<file path="config.mk">
export PLATFORM = sky130hd
export DESIGN_NAME = noc_endpoint
export DESIGN_NICKNAME = d
export VERILOG_FILES = /design/src/rtl/noc_endpoint.sv
export SDC_FILE = /design/constraint.sdc
export NUM_CORES = 1
export LEC_CHECK = 0
export CELL_PAD_IN_SITES_DETAIL_PLACEMENT = 0
export CELL_PAD_IN_SITES_GLOBAL_PLACEMENT = 1
export CORE_ASPECT_RATIO = 1.75
export CORE_MARGIN = 2
export CORE_UTILIZATION = 35
export CTS_CLUSTER_DIAMETER = 100
export DETAILED_ROUTE_END_ITERATION = 10
export PLACE_DENSITY_LB_ADDON = 0.25
export SYNTH_ARGS = -nofsm -noshare
export SYNTH_HDL_FRONTEND = slang
export SYNTH_SLANG_ARGS = --single-unit
export TNS_END_PERCENT = 10
</file>
<file path="constraint.sdc">
create_clock -name clk -period 4.5 [get_ports clk]
set_input_delay 0.675 -clock clk [delete_from_list [all_inputs] [get_ports clk]]
set_output_delay 0.675 -clock clk [all_outputs]
set_load 0.03 [all_outputs]
</file>
<file path="src/rtl/noc_endpoint.sv">
// Tile-side network interface: packs core messages into flits toward the router
// and filters/delivers router flits to the core. Optional stats via NOC_EP_STATS_EN.

module noc_ep_fifo #(
    parameter int unsigned W     = 32,
    parameter int unsigned DEPTH = 4
) (
    input  logic         clk,
    input  logic         rst,
    input  logic         push,
    input  logic [W-1:0] wdata,
    input  logic         pop,
    output logic [W-1:0] rdata,
    output logic         empty,
    output logic         full
);
    localparam int unsigned AW = $clog2(DEPTH);

    logic [W-1:0]  mem [DEPTH];
    logic [AW-1:0] wr_ptr;
    logic [AW-1:0] rd_ptr;
    logic [AW:0]   count;
    logic          do_push;
    logic          do_pop;

    // Status depends only on the registered count, never on the request inputs.
    assign empty   = (count == '0);
    assign full    = (count == (AW+1)'(DEPTH));
    assign do_push = push && !full;
    assign do_pop  = pop && !empty;
    assign rdata   = mem[rd_ptr];

    always_ff @(posedge clk or posedge rst) begin
        if (rst) begin
            wr_ptr <= '0;
            rd_ptr <= '0;
            count  <= '0;
        end else begin
            if (do_push) wr_ptr <= wr_ptr + AW'(1);
            if (do_pop)  rd_ptr <= rd_ptr + AW'(1);
            case ({do_push, do_pop})
                2'b10:   count <= count + (AW+1)'(1);
                2'b01:   count <= count - (AW+1)'(1);
                default: count <= count;
            endcase
        end
    end

    // Storage needs no reset: stale entries are unreachable once pointers clear.
    always_ff @(posedge clk) begin
        if (do_push) mem[wr_ptr] <= wdata;
    end
endmodule

module noc_endpoint #(
    parameter logic [3:0]  XCOORD = 4'b0001,
    parameter logic [3:0]  YCOORD = 4'b0001,
    parameter int unsigned DATA_W = 24,
    parameter int unsigned DEPTH  = 4
) (
    input  logic              clk,
    input  logic              rst,
    input  logic              tx_valid_i,
    output logic              tx_ready_o,
    input  logic [1:0]        tx_dst_x_i,
    input  logic [1:0]        tx_dst_y_i,
    input  logic [DATA_W-1:0] tx_data_i,
    output logic              rx_valid_o,
    input  logic              rx_ready_i,
    output logic [DATA_W-1:0] rx_data_o,
    output logic              net_tx_valid_o,
    input  logic              net_tx_ready_i,
    output logic [DATA_W+7:0] net_tx_flit_o,
    input  logic              net_rx_valid_i,
    output logic              net_rx_ready_o,
    input  logic [DATA_W+7:0] net_rx_flit_i,
    output logic              err_misroute_o,
    output logic [15:0]       tx_count_o,
    output logic [15:0]       rx_count_o
);
    localparam int unsigned FLIT_W = DATA_W + 8;

    logic [FLIT_W-1:0] tx_flit;
    logic              tx_full;
    logic              tx_empty;
    logic              rx_full;
    logic              rx_empty;
    logic              rx_accept;
    logic              dst_match;
    logic              rx_push;

    // Destination indices become one-hot fields; own-tile traffic still goes out.
    assign tx_flit = {4'(4'b0001 << tx_dst_x_i), 4'(4'b0001 << tx_dst_y_i), tx_data_i};

    noc_ep_fifo #(.W(FLIT_W), .DEPTH(DEPTH)) u_tx_fifo (
        .clk   (clk),
        .rst   (rst),
        .push  (tx_valid_i),
        .wdata (tx_flit),
        .pop   (net_tx_ready_i),
        .rdata (net_tx_flit_o),
        .empty (tx_empty),
        .full  (tx_full)
    );

    assign tx_ready_o     = !tx_full;
    assign net_tx_valid_o = !tx_empty;

    // Mismatched flits are consumed but never stored.
    assign net_rx_ready_o = !rx_full;
    assign rx_accept      = net_rx_valid_i && !rx_full;
    assign dst_match      = (net_rx_flit_i[FLIT_W-1:DATA_W+4] == XCOORD) &&
                            (net_rx_flit_i[DATA_W+3:DATA_W] == YCOORD);
    assign rx_push        = rx_accept && dst_match;

    noc_ep_fifo #(.W(DATA_W), .DEPTH(DEPTH)) u_rx_fifo (
        .clk   (clk),
        .rst   (rst),
        .push  (rx_push),
        .wdata (net_rx_flit_i[DATA_W-1:0]),
        .pop   (rx_ready_i),
        .rdata (rx_data_o),
        .empty (rx_empty),
        .full  (rx_full)
    );

    assign rx_valid_o = !rx_empty;

    always_ff @(posedge clk or posedge rst) begin
        if (rst) err_misroute_o <= 1'b0;
        else     err_misroute_o <= rx_accept && !dst_match;
    end

`ifdef NOC_EP_STATS_EN
    logic        tx_fire;
    logic [15:0] tx_cnt;
    logic [15:0] rx_cnt;

    assign tx_fire = net_tx_valid_o && net_tx_ready_i;

    // Saturating event counters.
    always_ff @(posedge clk or posedge rst) begin
        if (rst) begin
            tx_cnt <= 16'h0000;
            rx_cnt <= 16'h0000;
        end else begin
            if (tx_fire && (tx_cnt != 16'hFFFF)) tx_cnt <= tx_cnt + 16'd1;
            if (rx_push && (rx_cnt != 16'hFFFF)) rx_cnt <= rx_cnt + 16'd1;
        end
    end

    assign tx_count_o = tx_cnt;
    assign rx_count_o = rx_cnt;
`else
    assign tx_count_o = 16'h0000;
    assign rx_count_o = 16'h0000;
`endif
endmodule
</file>
### Met2 routing, run 1

Drawn at 2 px/um. Cells faint in the background.
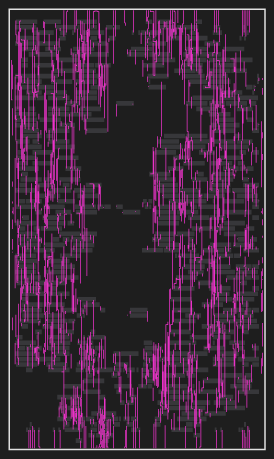
- wire length on this layer: 9470 um
- share of all routed wire: 55%
final WL: 17.23 mm
met2 GRT Util: 23.44%
Vias: 4270

### Pin map, run 1

Drawn at 1.5 px/um. Pins as bars across the die edge, other pins in gray.
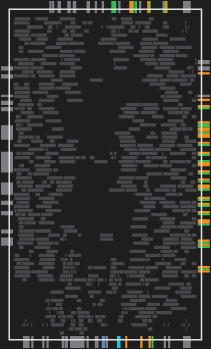
- blue: net_tx_valid_o (pins 1; direction output; edge bottom)
- orange: net_tx_flit_o (pins 32; direction output; edge 25 right, 4 top, 3 bottom)
- cyan: tx_dst_x_i (pins 2; direction input; edge bottom)
- green: tx_data_i (pins 24; direction input; edge 17 right, 6 top, 1 bottom)
- all pins by edge: 47 right, 42 left, 39 bottom, 31 top

### Routed clock nets over the placement, run 1

Drawn at 3 px/um.
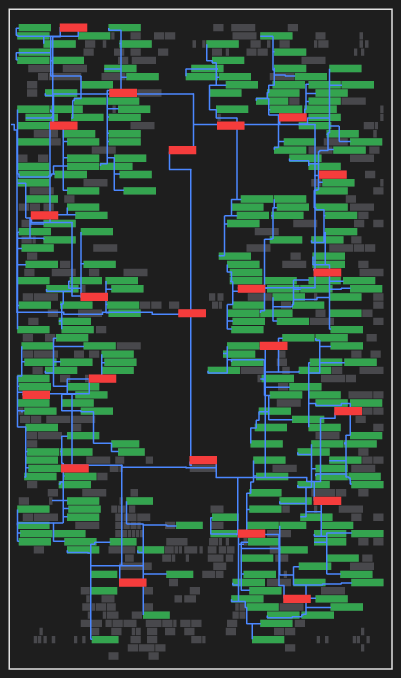
- blue: clock wires (length 2740 um)
- red: cells driving clock nets (count 22)
- green: flip-flops (count 239)
- flops lie: widely spread
- routed clock nets: 23
clock-net power: 1.80 mW
Insertion Delay late pin: 0.51 ns
Layout Skew: 0.009331 ns

==> run_results.csv, run 1 <==
group,metric,value,unit
yosys,ys_sh_mux,14.09,%
clocking,cts_hold_buf,0,
sta,tightest_slew,0.8982,ns
drt,ant_nets,0,
clocking,clkSinkCount,239,
worst_setup_path,critPathBufInv,2,
sta,period_used_share,76.69,%
sta,setup_viol,0,
min_path,min_path_type,"register to register",
final_layout,synthToLayoutAreaGrowth,23.89,%
clocking,cts_tree,"yes",
power,seqPwrFrac,40.4,%
yosys,synthArstFlopShare,6.276,%
final_layout,fill_cells,2252,
die,initial_core_util,35.75,%
worst_setup_path,crit_start,"u_tx_fifo.rd_ptr[0]$_DFFE_PP0P_",
drt,dr_wl_met3,1.130,mm
drt,top_layer,"met4",
final_layout,final_cell_area,11500,um^2
placement,post-dp-hpwl,11.07,mm
placement,place_area,10810,um^2
global_route,first_global_vias,4879,
yosys,netlist-cell-type-count,29,
yosys,synthTopCellsByArea,"edfxtp_1 (72%), mux4_2 (14%), dfrtp_1 (4.0%), buf_4 (2.9%), ha_1 (1.3%)",
global_route,grt_start_max_net_pins,33,
worst_setup_path,worst-path-stages,3,
worst_setup_path,rr_endpoint,"u_rx_fifo.count[2]$_DFFE_PP0P_",
sta,finalHoldViolations,0,
worst_setup_path,rr_startpoint,"u_rx_fifo.count[0]$_DFFE_PP0P_",
power,p_clk_share,24.4,%
die,core,25960,um^2
power,p_leak,3.865,nW
die,num_io_pins,159,
worst_setup_path,crit_type,"register to primary output",
final_layout,top_regs,"u_tx_fifo.mem: 128 flops, u_rx_fifo.mem: 96 flops",
yosys,ff_type,"edfxtp_1",
final_layout,layout.nets,639,
final_layout,regMostFlops,"u_tx_fifo.mem",
min_path,holdPathStages,1,
die,rows,78,
sta,hold_ws,0.5100,ns
global_route,grt_usage,12.44,%
power,power_leader,"sequential cells",
final_layout,diodes,0,
worst_setup_path,crit_end,"net_tx_flit_o[15]",
die,chipArea,27880,um^2
yosys,common_cells,"edfxtp_1 (224), mux4_2 (56), buf_4 (36)",
final_layout,signal_buffers,134,
final_layout,seq_area_share,61.79,%
final_layout,seq_cells,239,
yosys,synthAoiAreaFrac,0.2562,%
die,fp.dieW,127.1,um
final_layout,final-clk-cell-share,5.942,%
sta,maxSlewHeadroom,40.12,%
sta,maxSlewViolCount,0,
power,power,7.352,mW
yosys,yosysWarnings,0,
global_route,antenna_found_initial,0,
yosys,top_cell,"edfxtp_1",
sta,fin_tns_setup,0,ns
yosys,ys_chip_area,9280,um^2
outcome,outcome,"finished clean",
worst_setup_path,cpLargestDelayFamily,"buffers and inverters",
yosys,synthCells,418,
global_route,grt_first_pass_wirelength,26.68,mm
yosys,yosysSeqAreaShare,76.53,%
clocking,clockRootBuffer,"clkbuf_16",
final_layout,regArea,7104,um^2
worst_setup_path,critPathRequiredTime,3.83,ns
clocking,cts.repair.resized,0,
final_layout,drive_gt1_share,19.34,%
power,p_int,4.996,mW
run,warnings,32,
worst_setup_path,cp_slowest_cell,"dfrtp_2",
drt,m1WireLength,6.121,mm
clocking,cts_setup_buffers,0,
yosys,edf_count,224,
final_layout,dominant_cells,"registers",
sta,clock.fmax,0.2898,GHz
==> run 2: changes to the inputs <==
==> constraint.sdc (replaced) <==
create_clock -name clk -period 3.6 [get_ports clk]
set_input_delay 0.54 -clock clk [delete_from_list [all_inputs] [get_ports clk]]
set_output_delay 0.54 -clock clk [all_outputs]
set_load 0.03 [all_outputs]
### Pin map, run 2

Drawn at 1.5 px/um. Pins as bars across the die edge, other pins in gray.
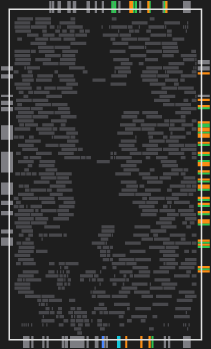
- cyan: tx_dst_x_i (pins 2; direction input; edge bottom)
- orange: net_tx_flit_o (pins 32; direction output; edge 25 right, 4 top, 3 bottom)
- green: tx_data_i (pins 24; direction input; edge 17 right, 6 top, 1 bottom)
- blue: net_tx_valid_o (pins 1; direction output; edge bottom)
- all pins by edge: 47 right, 42 left, 39 bottom, 31 top

### Clock wiring as the flow saved it, run 2

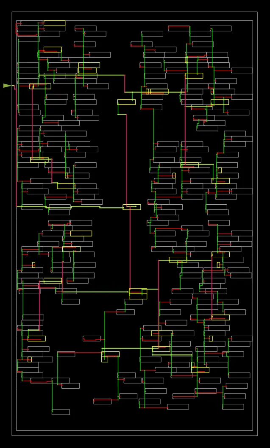
FF+latch count: 239
Layout clock buffers: 27
Num CTS Buffers: 22

==> run 2 against run 1 <==
Net effect: sequential share of layout area is 0.49 points lower; register-to-register slack worse by 0.87 ns; sequential power is 22% higher; critical path depth stayed put.
==> run_results.csv, run 2 <==
group,metric,value,unit
outcome,outcome,"finished clean",
final_layout,lay_top_cells,"edfxtp_1 (224), clkdlybuf4s50_1 (126), mux4_2 (56), conb_1 (32), clkbuf_16 (23)",
placement,gp_congestion,0.6714,
yosys,simple_gate_share,2.117,%
worst_setup_path,crit_start,"u_rx_fifo.rd_ptr[0]$_DFFE_PP0P_",
worst_setup_path,critPathMaxFanout,15,
final_layout,drive_gt1_share,20.24,%
run,drv_cap,0,
final_layout,seq_area_share,61.30,%
sta,finalHoldViolations,0,
clocking,cts.repair.resized,0,
final_layout,signal_buffers,135,
worst_setup_path,rr_endpoint,"u_tx_fifo.count[2]$_DFFE_PP0P_",
yosys,synthCells,418,
yosys,ys_chip_area,9280,um^2
drt,drc,0,
worst_setup_path,start_kind,"register",
global_route,met2_usage,23.98,%
placement,place_area,10830,um^2
yosys,postSynthAreaPerCell,22.20,um^2
final_layout,fill_cells,2218,
clocking,cts_hold_buf,0,
final_layout,inv_count,16,
worst_setup_path,cpLargestDelayFamily,"buffers and inverters",
global_route,first_global_vias,4908,
die,core,25960,um^2
sta,period_needed,3.138,ns
final_layout,dominant_cells,"registers",
worst_setup_path,arrival,2.60,ns
power,p_int,6.415,mW
sta,hold_ws,0.4363,ns
power,p_leak,3.912,nW
global_route,antenna_found_initial,0,
sta,setup_viol,0,
sta,timing.final.ws_setup,0.4615,ns
power,power_leader,"sequential cells",
yosys,yosysWarnings,0,
final_layout,synthToLayoutAreaGrowth,24.88,%
die,chipArea,27880,um^2
yosys,topCombFamilyByArea,"multiplexers",
yosys,synthTopCellsByArea,"edfxtp_1 (72%), mux4_2 (14%), dfrtp_1 (4.0%), buf_4 (2.9%), ha_1 (1.3%)",
global_route,grt_start_max_net_pins,35,
placement,post-place-ws,0.8779,ns
worst_setup_path,endpoint_kind,"primary output",
power,seqPwrFrac,38.6,%
clocking,cts_setup_buffers,0,
yosys,yosys.area.top_type,"edfxtp_1",
final_layout,final-clk-cell-share,6.510,%
final_layout,finalNonFillerCells,898,
clocking,clk_pin_slew,0.07,ns
sta,fin_tns_setup,0,ns
global_route,grt_first_pass_wirelength,27.40,mm
yosys,numSynthFlops,239,
worst_setup_path,crit_end,"rx_data_o[3]",
yosys,ff_type,"edfxtp_1",
drt,first_pass_iters,4,
worst_setup_path,reg2reg_slack,1.34,ns
yosys,top_cell,"edfxtp_1",
final_layout,largest_reg_flops,128,
final_layout,diodes,0,
drt,num_vias,4248,
final_layout,sh_comb_area,16.64,%
worst_setup_path,reg2regPathDepth,9,
power,p_sw,2.949,mW
power,p_comb,3.34,mW
worst_setup_path,rr_startpoint,"u_tx_fifo.count[0]$_DFFE_PP0P_",
final_layout,top_regs,"u_tx_fifo.mem: 128 flops, u_rx_fifo.mem: 96 flops",
drt,top_layer,"met4",
final_layout,final_core_util,44.64,%
drt,avgRoutedWirePerCell,19.46,um
final_layout,regMostFlops,"u_tx_fifo.mem",
power,power,9.364,mW
yosys,common_cells,"edfxtp_1 (224), mux4_2 (56), buf_4 (36)",
drt,m1WireLength,6.422,mm
yosys,ys_cells,418,
die,die_y,219.4,um
worst_setup_path,crit_type,"register to primary output",
run,warnings,32,
drt,wirelength,17.48,mm
final_layout,layout.nets,640,
global_route,met3_usage,3.096,%
global_route,grtUsageMet1,14.02,%
worst_setup_path,cp_slowest_cell,"dfrtp_2",
final_layout,comb_cells,148,
min_path,min_path_type,"input pin to async pin",
final_layout,final_cell_area,11590,um^2
global_route,grt_busiest_layer,"met2",
sta,maxSlewViolCount,0,
yosys,fa_ha_area_share,1.780,%
clocking,clkSinkCount,239,
final_layout,logic_area,1928,um^2
power,switching_share,31.49,%
sta,clock.fmax,0.3186,GHz
sta,period_used_share,87.18,%
final_layout,lay_top_count,"edfxtp_1",
placement,post-dp-hpwl,11.09,mm
yosys,netlist-cell-type-count,29,
yosys,syn_area,9280,um^2
power,p_comb_share,35.6,%
sta,maxSlewHeadroom,39.92,%
drt,drt_iter0_markers,127,
final_layout,regArea,7104,um^2
power,irDropWorstVdd,417.5,uV
clocking,cts_tree,"yes",
yosys,yosysSeqAreaShare,76.53,%
die,initial_core_util,35.75,%
drt,dr_wl_met3,925,um
placement,port_buffers,126,
drt,met2_length,9.732,mm
die,rows,78,
worst_setup_path,crit_chain,"buf_4 > mux4_2 > clkdlybuf4s50_1",
clocking,clockRootBuffer,"clkbuf_16",
die,fp.dieW,127.1,um
global_route,grt_usage,12.79,%
yosys,synthArstFlopShare,6.276,%
worst_setup_path,cpPeakStageDelay,0.68,ns
sta,tightest_slew,0.9012,ns
drt,ant_nets,0,
worst_setup_path,critPathBufInv,2,
power,seq_cell_power,3.62,mW
worst_setup_path,worst-path-stages,3,
yosys,ys_sh_mux,14.09,%
yosys,synthAoiAreaFrac,0.2562,%
placement,dp_cells,858,
yosys,top_area_share,72.48,%
die,num_io_pins,159,
clocking,cts_buffer_depth,3,
yosys,xor_share,1.133,%
worst_setup_path,critPathRequiredTime,3.06,ns
yosys,edf_count,224,
### Routed clock nets over the placement, run 2

Drawn at 3 px/um.
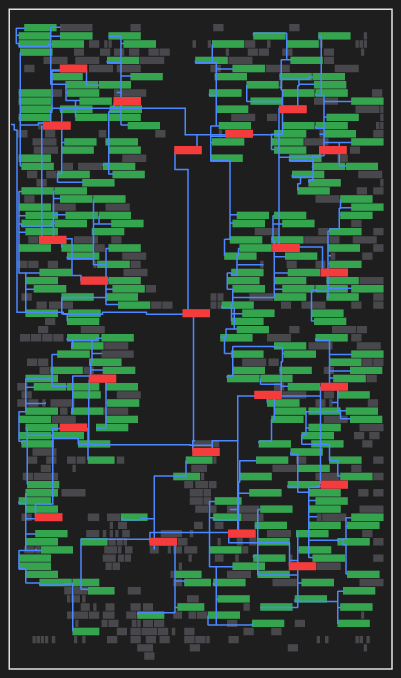
- red: cells driving clock nets (count 22)
- blue: clock wires (length 2730 um)
- green: flip-flops (count 239)
- flops lie: widely spread
clock-net power: 2.41 mW
Layout Skew: 0.01101 ns
Insertion Delay late pin: 0.50 ns
Clk network pwr share: 25.7%

Power figures rest on the tool's default switching activity, not on a simulated workload.
